### src/rtl/stream_fifo_pkg.sv
`default_nettype none
// ============================================================================
//  Module   : stream_fifo_pkg
//  Brief    : Shared constants, pointer-width helper and stream payload type
//             for the stream_fifo elastic buffer and related stream blocks.
//  Revision : 1.0 - initial release
// ============================================================================
package stream_fifo_pkg;

  // Default payload width of a standard stream link.
  localparam int DEFAULT_DATA_WIDTH = 8;

  // Pointer width: one address bit per log2(depth) plus a wrap bit.
  function automatic int ptr_width(input int depth);
    return $clog2(depth) + 1;
  endfunction

  // Generic stream beat, reused by other stream blocks.
  typedef struct packed {
    logic [DEFAULT_DATA_WIDTH-1:0] data;
    logic                          valid;
  } stream_t;

endpackage
`default_nettype wire

### src/rtl/stream_fifo_mem.sv
`default_nettype none
// ============================================================================
//  Module   : stream_fifo_mem
//  Brief    : DEPTH x DATA_WIDTH register file with one write port and one
//             registered read port. Storage is not reset; only the read
//             register is, so the head output is well defined after reset.
//  Revision : 1.0 - initial release
// ============================================================================
module stream_fifo_mem #(
  parameter int DATA_WIDTH = 8,
  parameter int ADDR_WIDTH = 2
) (
  input  logic                  clk,
  input  logic                  rst,
  input  logic                  wr_en,
  input  logic [ADDR_WIDTH-1:0] wr_addr,
  input  logic [DATA_WIDTH-1:0] wr_data,
  input  logic [ADDR_WIDTH-1:0] rd_addr,
  output logic [DATA_WIDTH-1:0] rd_data
);

  localparam int DEPTH = 1 << ADDR_WIDTH;

  logic [DATA_WIDTH-1:0] mem [DEPTH];

  // Storage write; deliberately no reset on the array.
  always_ff @(posedge clk) begin
    if (wr_en) begin
      mem[wr_addr] <= wr_data;
    end
  end

  // Registered read with write-through so a word written into the slot being
  // read (push into an empty FIFO) appears on the very next cycle.
  always_ff @(posedge clk or posedge rst) begin
    if (rst) begin
      rd_data <= '0;
    end else if (wr_en && (wr_addr == rd_addr)) begin
      rd_data <= wr_data;
    end else begin
      rd_data <= mem[rd_addr];
    end
  end

endmodule
`default_nettype wire

### src/rtl/stream_fifo.sv
`default_nettype none
// ============================================================================
//  Module   : stream_fifo
//  Brief    : Registered ready/valid FIFO. Every output is a flop, so no
//             combinational path crosses between the in_a and out_a sides.
//             Optional macro STREAM_FIFO_LEVEL_EN adds a registered 'level'
//             output and protocol assertions.
//  Revision : 1.0 - initial release
// ============================================================================
module stream_fifo
  import stream_fifo_pkg::*;
#(
  parameter int DATA_WIDTH = DEFAULT_DATA_WIDTH,
  parameter int DEPTH      = 4
) (
  input  logic                         clk,
  input  logic                         rst,
  input  logic [DATA_WIDTH-1:0]        in_a_data,
  input  logic                         in_a_valid,
  output logic                         in_a_ready,
  output logic [DATA_WIDTH-1:0]        out_a_data,
  output logic                         out_a_valid,
  input  logic                         out_a_ready
`ifdef STREAM_FIFO_LEVEL_EN
  ,
  output logic [ptr_width(DEPTH)-1:0]  level
`endif
);

  localparam int PW = ptr_width(DEPTH);
  localparam int AW = PW - 1;
  localparam logic [PW-1:0] DEPTH_P = PW'(DEPTH);
  localparam logic [PW-1:0] ONE_P   = PW'(1);
  localparam logic [PW-1:0] ZERO_P  = '0;

  logic [PW-1:0] wr_ptr, rd_ptr;
  logic [PW-1:0] wr_ptr_next, rd_ptr_next;
  logic [PW-1:0] count, count_next;
  logic          push, pop;
  logic          full, empty;

  // Handshakes, flags and next-state pointer arithmetic.
  always_comb begin
    push        = in_a_valid && in_a_ready;
    pop         = out_a_valid && out_a_ready;
    full        = (wr_ptr[AW-1:0] == rd_ptr[AW-1:0]) && (wr_ptr[AW] != rd_ptr[AW]);
    empty       = (wr_ptr == rd_ptr);
    // Modulo-2*DEPTH subtraction yields 0..DEPTH without special cases.
    count       = wr_ptr - rd_ptr;
    wr_ptr_next = push ? (wr_ptr + ONE_P) : wr_ptr;
    rd_ptr_next = pop  ? (rd_ptr + ONE_P) : rd_ptr;
    count_next  = count + (push ? ONE_P : ZERO_P) - (pop ? ONE_P : ZERO_P);
  end

  // Pointer and handshake flag registers; ready rises on the first edge out of reset.
  always_ff @(posedge clk or posedge rst) begin
    if (rst) begin
      wr_ptr      <= '0;
      rd_ptr      <= '0;
      in_a_ready  <= 1'b0;
      out_a_valid <= 1'b0;
    end else begin
      wr_ptr      <= wr_ptr_next;
      rd_ptr      <= rd_ptr_next;
      in_a_ready  <= (count_next < DEPTH_P);
      out_a_valid <= (count_next != ZERO_P);
    end
  end

  // Head word is read from the slot the read pointer will point to next.
  stream_fifo_mem #(
    .DATA_WIDTH (DATA_WIDTH),
    .ADDR_WIDTH (AW)
  ) u_mem (
    .clk     (clk),
    .rst     (rst),
    .wr_en   (push),
    .wr_addr (wr_ptr[AW-1:0]),
    .wr_data (in_a_data),
    .rd_addr (rd_ptr_next[AW-1:0]),
    .rd_data (out_a_data)
  );

`ifdef STREAM_FIFO_LEVEL_EN
  // Occupancy register, updated on the same edge as the pointers.
  always_ff @(posedge clk or posedge rst) begin
    if (rst) begin
      level <= '0;
    end else begin
      level <= count_next;
    end
  end

  a_no_push_full : assert property (@(posedge clk) disable iff (rst) !(push && full))
    else $error("push while full");
  a_no_pop_empty : assert property (@(posedge clk) disable iff (rst) !(pop && empty))
    else $error("pop while empty");
`else
  // Flags only feed the optional checks; keep them referenced.
  logic unused_flags;
  assign unused_flags = full ^ empty;
`endif

endmodule
`default_nettype wire

### config.mk
export PLATFORM = sky130hd
export DESIGN_NAME = stream_fifo
export DESIGN_NICKNAME = d
export VERILOG_FILES = /design/src/rtl/stream_fifo_pkg.sv /design/src/rtl/stream_fifo_mem.sv /design/src/rtl/stream_fifo.sv
export SDC_FILE = /design/constraint.sdc
export NUM_CORES = 1
export LEC_CHECK = 0
export CAP_MARGIN = 20
export CORE_MARGIN = 3
export CORE_UTILIZATION = 55
export CTS_CLUSTER_DIAMETER = 40
export DETAILED_ROUTE_END_ITERATION = 8
export PLACE_DENSITY = 0.83
export RECOVER_POWER = 50
export SLEW_MARGIN = 20
export SYNTH_ARGS = -nofsm -noshare
export SYNTH_HDL_FRONTEND = slang
export SYNTH_SLANG_ARGS = --single-unit
### constraint.sdc
create_clock -name clk -period 2.9 [get_ports clk]
set_input_delay 0.725 -clock clk [delete_from_list [all_inputs] [get_ports clk]]
set_output_delay 0.725 -clock clk [all_outputs]
set_load 0.05 [all_outputs]
run_1/util_map.png
7 x 7 tiles, from black (low) to pale yellow (high), 0 to 100% covered.
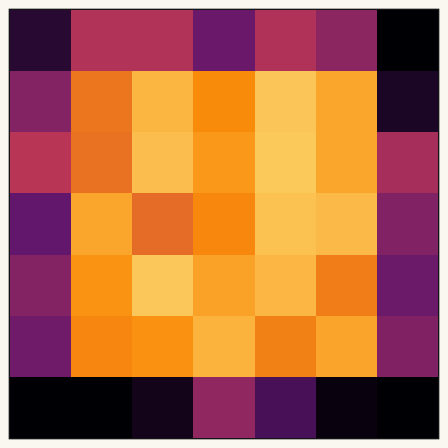
densest ninth of the die: center
nearly empty tiles: 8.2%
mean over tiles: 53%
fullest tile: 88%

run_1/gates.png
Bar = 20 µm.
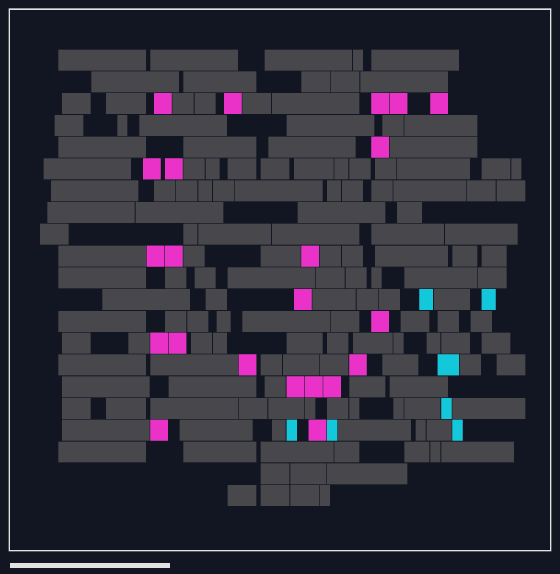
| color | family | cells | most used |
|---|---|---|---|
| cyan | nand cells | 7 | nand2_1 |
| magenta | and/or cells | 22 | and3_1 |

run_1/m3.png
Bar = 20 µm.
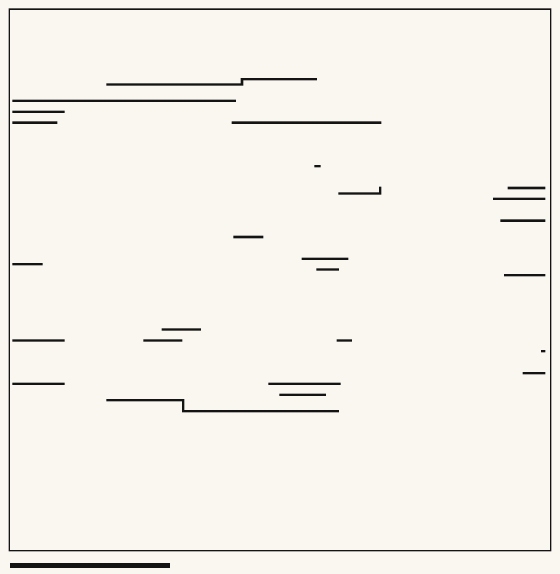
main direction: horizontal
wire length on this layer: 196 µm
share of all routed wire: 5.0%
nets with wire on the layer: 19
longest straight run: 27.6 µm

run_1/placed.png
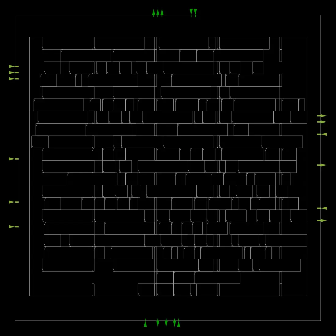
fin cells: 222
Fill cells: 240

==> deck_impl_summary.md, run 1 <==
Run Summary

STA
  – Setup Skew: 0.00163 ns
  – Period Utilization, post-route: 90.7%
  – Final setup viols: 0
  – Final Slew Violations: 0

Cells and area
  – Comb gates: 85
  – Layout cell share with drive strength beyond 1: 9.09%
  – Post-route cell area: 2450 µm²
  – Leading cell kind: registers
  – Non-clk bufs: 29
  – Most numerous logic cell after layout: edfxtp_1

Pwr
  – Peak VDD IR: 0.000572 V
  – Internal power: 0.00156 W
  – Clock Power Share: 14.5%
  – Clk pwr: 0.000377 W
  – Sequential power: 0.00101 W
  – Switching Share: 40.1%

Critical path
  – CP startpoint: out_a_ready
  – Crit path largest cell delay: 0.52 ns
  – Worst EP arrival: 2.82 ns

Min path
  – Min-Delay Path Depth: 1
  – Hold Path Class: reg -> reg

Synth
  – Synth warnings: 0
  – Chip Area, Yosys: 2080 µm²
  – Synthesized area: 2080 µm²
  – XOR/XNOR Area Share: 2.53%
  – Post-synthesis mux area share: 0.723%
  – Yosys cell types: 31

Drt
  – DR WL met2: 2020 µm
  – Highest metal used: met4
  – Routed WL per cell: 17.5 µm

Outcome
  – Status: finished, final reports clean

Floorplan
  – Die area: 4550 µm²
  – Die x size: 67.5 µm
  – Number of I/O pins: 22

Clocking
  – PostCTS Resize Cnt: 0
  – Hold buffer count at CTS: 0

Job
  – Max Cap Viol: 0

Placed design
  – Detail Placement HPWL: 2670 µm

GRT
  – Top Usage Layer GRT: met2
  – Met3 global-route usage: 6.66%
  – Initial antenna violation count: 0
-- run 1: through the flow --
stage	worst slack, ns	instances
finish	0.270	222
global route	0.129	222
CTS	0.263	222
detailed placement	-0.0460	214
global placement	0.0559	214
floorplan	0.0284	145
-- run 1: synthesized netlist by cell type --
library cell | count | area share, %
buf_4 | 2 | 0.72
edfxtp_1 | 32 | 46
xor2_1 | 1 | 0.42
clkbuf_2 | 1 | 0.24
ha_1 | 8 | 4.8
o31ai_1 | 7 | 2.5
xnor2_1 | 5 | 2.1
and3_1 | 20 | 6.0
o21ai_0 | 8 | 1.9
mux2_4 | 1 | 0.72
o32a_1 | 1 | 0.48
nor4bb_1 | 1 | 0.48
a21oi_1 | 1 | 0.24
a21bo_2 | 1 | 0.48
a2111oi_4 | 1 | 1.3
a32o_1 | 1 | 0.48
inv_1 | 5 | 0.90
buf_2 | 1 | 0.24
nand3_1 | 2 | 0.48
and2_1 | 1 | 0.30
nor2_1 | 2 | 0.36
a21boi_0 | 2 | 0.72
clkbuf_1 | 2 | 0.36
inv_2 | 1 | 0.18
nand2_1 | 4 | 0.72
dfrtp_1 | 16 | 19
or2_1 | 1 | 0.30
nand3b_1 | 1 | 0.36
a21bo_1 | 1 | 0.48
fa_1 | 1 | 0.96
a211oi_1 | 14 | 5.1
-- run 1: state kept, by name, indices dropped and copies added, names as in the netlist --
register / count
u_mem.mem: 32
u_mem.rd_data: 8
rd_ptr: 3
wr_ptr: 3
in_a_ready: 1
out_a_valid: 1
-- run 1: critical path: cells and delay by family --
family                   cells  cell delay, ns
XOR/XNOR                     2            0.32
adder cells (fa/ha/maj)      3            0.84
buffers and inverters        2            0.56
AND/OR/NAND/NOR              4            0.37
==> run 1 -> run 2 <==
ABC_CLOCK_PERIOD_IN_PS = 2900   (was unset)
run_2/util_map.png
7 x 7 tiles, from black (low) to pale yellow (high), 0 to 100% covered.
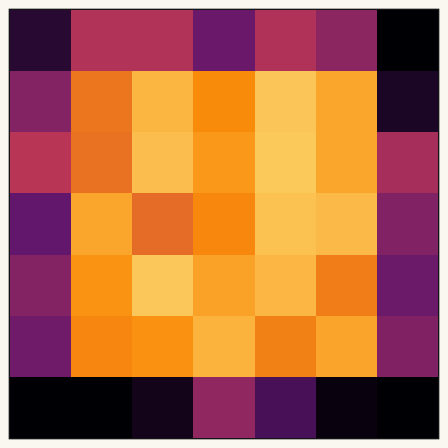
initial core utilization: 59.4%
Final Core Density: 70.2%
core region area: 3490 µm²

==> run 2 against run 1 <==
Utilization did not move. Critical path type unchanged. Clock power barely moved. Maximum frequency did not move. Power did not move. Synthesized cell count did not move. Global-route usage did not move. Synthesized area did not move. Worst hold slack did not move. Via count did not move. Sequential cell count did not move.
==> deck_impl_summary.md, run 2 <==
Run Summary

Cells and area
  – Fill cells: 240
  – Layout cell share with drive strength beyond 1: 9.09%
  – Max reg flops: 32
  – Most numerous logic cell after layout: edfxtp_1
  – Largest reg by FF count: u_mem.mem
  – Top Registers: u_mem.mem (32), u_mem.rd_data (8)
  – Post-route cell area: 2450 µm²

Synth
  – Synthesized area: 2080 µm²
  – Ys async rst share: 33.3%
  – Yosys cell types: 31
  – Dominant flop cell: edfxtp_1
  – Top cells by count: 32 x edfxtp_1, 20 x and3_1, 16 x dfrtp_1
  – Chip Area, Yosys: 2080 µm²
  – Top cells by area: edfxtp_1 46%, dfrtp_1 19%, and3_1 6.0%
  – EDFF count, synth: 32
  – Largest type area fraction: 46.3%
  – Post-synthesis mux area share: 0.723%
  – Synth warnings: 0
  – XOR/XNOR Area Share: 2.53%

Critical path
  – Crit path largest cell delay: 0.52 ns
  – Worst EP arrival: 2.82 ns
  – CP top delay family: adder cells

STA
  – Final setup viols: 0
  – Final setup margin: 0.270 ns
  – Period Utilization, post-route: 90.7%

GRT
  – Initial antenna violation count: 0

Floorplan
  – Number of I/O pins: 22
  – Die area: 4550 µm²
  – Die x size: 67.5 µm

Placed design
  – Setup Slack @ Placement: -0.0460 ns

Outcome
  – Status: finished, final reports clean

Clocking
  – Hold buffer count at CTS: 0

Pwr
  – Peak VDD IR: 0.000572 V
## run 2: cell counts in the layout (fill, tap and decap cells not counted)
Identical to the previous run, type by type.
## run 2: layer usage
layer	global-route usage (%)	wire length [µm]	vias to the layer above
li1	-	-	615
met1	22.0	1630	613
met2	33.7	2020	31
met3	6.66	196	7
met4	7.09	45	0
met5	0	0	-
## run 2: cell families (layout without fill, tap and decap cells)
| group | count (synthesis) | in the layout |
|---|---|---|
| flip-flops | 48 | 48 |
| AND-OR/OR-AND | 37 | 37 |
| adder cells (fa/ha/maj) | 9 | 9 |
| AND/OR/NAND/NOR | 32 | 32 |
| multiplexers | 1 | 1 |
| buffers and inverters | 12 | 43 |
| XOR/XNOR | 6 | 6 |
## run 2: area by class of cell
type                       instances  area (µm²)  area share, %
clock inverter                     2        11.3          0.459
inverter                           6        22.5          0.918
timing repair buffer              29         267           10.9
sequential                        48        1360           55.5
multi-input combinational         85         661           26.9
tap                               46        57.6           2.35
clock buffer                       6        72.6           2.96
## run 2: worst max path at each step
stage | to | depth (start not counted) | start
finish | out_a_valid | 11 | out_a_ready
floorplan | u_mem.rd_data[6] | 10 | out_a_valid
global placement | u_mem.rd_data[0] | 9 | out_a_ready
CTS | u_mem.rd_data[3] | 9 | out_a_ready
global route | out_a_valid | 11 | out_a_ready
detailed placement | out_a_valid | 11 | out_a_ready
## run 2: metrics by stage
step           instances  power, W
2_1_floorplan        145   0.00188
3_3_place_gp         214   0.00221
3_5_place_dp         214   0.00226
4_1_cts              222   0.00263
5_1_grt              222   0.00276
6_report             222   0.00260
## run 2: report_power, final
group          leakage, nW  internal, W  switching [W]
sequential           0.477     0.000919      0.0000905
clock               0.0388     0.000167       0.000210
combinational        0.439     0.000472       0.000743
total                0.955      0.00156        0.00104
run_2/m3.png
Bar = 20 µm.
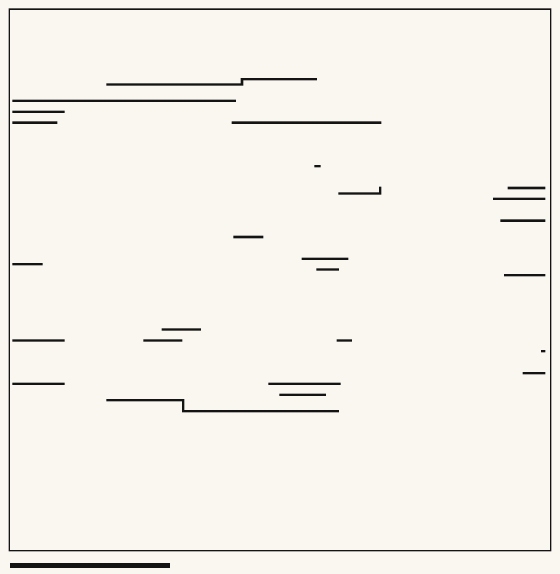

==> run 2 -> run 3 <==
CORE_ASPECT_RATIO = 0.7   (was unset)
run_3/m3.png
Bar = 20 µm.
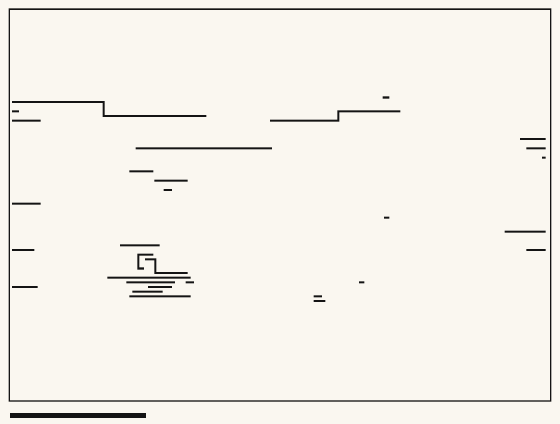
wire length on this layer: 166 µm
nets with wire on the layer: 26
share of all routed wire: 4.0%

==> run 3 against run 2 <==
Combinational power increased by 4%. Global-route usage increased by 1.4 points. Worst hold slack improved by 0.011 ns. Clock skew increased by 0.0021 ns. Clock power increased by 11%. Design area increased by 1.3%. Sequential cell count unchanged. Wire length increased by 8.0%. Largest power group unchanged. Synthesized cell count unchanged. Sequential power about the same. Via count increased by 4.9%. Critical path depth unchanged.
==> deck_impl_summary.md, run 3 <==
Run Summary

Clocking
  – PostCTS Resize Cnt: 0

Synth
  – EDFF count, synth: 32
  – Synth warnings: 0
  – Dominant flop cell: edfxtp_1
  – Biggest area consumer among synthesized cells: edfxtp_1
  – Yosys cell types: 31

Critical path
  – Crit path largest cell delay: 0.52 ns
  – CP top delay family: adder cells

GRT
  – Met3 global-route usage: 5.21%
  – Met1 global-route usage: 26.6%
  – M2 GR Usage: 34.7%

Cells and area
  – Top Registers: u_mem.mem (32), u_mem.rd_data (8)

Job
  – Max Cap Viol: 0

Pwr
  – Clk pwr: 0.000417 W
  – Seq pwr share: 37.7%
  – Sequential power: 0.00101 W
  – Comb power frac: 46.8%
  – Switching Share: 40.2%
  – Clock Power Share: 15.5%
  – Highest-power group: combinational logic

STA
  – Final setup viols: 0
  – Period Utilization, post-route: 89.2%

Floorplan
  – Number of I/O pins: 22
  – Die x size: 79.5 µm

Drt
  – Routed WL per cell: 18.5 µm
  – WL met3: 166 µm

Outcome
  – Status: finished, final reports clean
## run 3: logic make-up (layout without fill, tap and decap cells)
| family | after synthesis | after routing | synth area share [%] |
|---|---|---|---|
| xor+xnor | 6 | 6 | 2.53 |
| compound gates | 37 | 37 | 13.7 |
| mux | 1 | 1 | 0.723 |
| fa+ha+maj | 9 | 9 | 5.78 |
| flops | 48 | 48 | 65.5 |
| buf+inv | 12 | 45 | 2.65 |
| simple gates | 32 | 32 | 9.04 |
## run 3: final cells by class
| type | count | area (µm²) | share of cell area (%) |
|---|---|---|---|
| Sequential cell | 48 | 1360 | 54.8 |
| Multi-Input combinational cell | 85 | 661 | 26.6 |
| Timing Repair Buffer | 31 | 282 | 11.3 |
| Clock buffer | 6 | 82.6 | 3.32 |
| Tap cell | 50 | 62.6 | 2.52 |
| Inverter | 6 | 22.5 | 0.906 |
| Clock inverter | 2 | 13.8 | 0.554 |
## run 3: final timing paths
kind / slack (ns) / startpoint / cells after the start / endpoint
max in group asynchronous: 1.55 / rst / 2 / wr_ptr[1]
setup reg to reg: 0.72 / out_a_valid / 10 / out_a_valid
hold reg to reg: 0.51 / wr_ptr[2] / 1 / wr_ptr[2]
min in group asynchronous: 0.94 / rst / 2 / u_mem.rd_data[4]
setup / recovery: 0.31 / out_a_ready / 11 / out_a_valid
hold / removal: 0.51 / wr_ptr[2] / 1 / wr_ptr[2]
## run 3: through the flow
step	utilization (%)	instances	total power, W	hold slack [ns]	setup slack [ns]
after floorplan	-	145	0.00188	0.462	0.0284
after global placement	66.8	220	0.00222	0.478	0.0653
after detailed placement	66.8	220	0.00229	0.501	-0.0130
after CTS	69.5	228	0.00271	0.513	0.296
after global routing	69.4	228	0.00287	0.540	0.176
final	69.4	228	0.00269	0.511	0.314
Power is estimated from default activity; no workload was simulated.
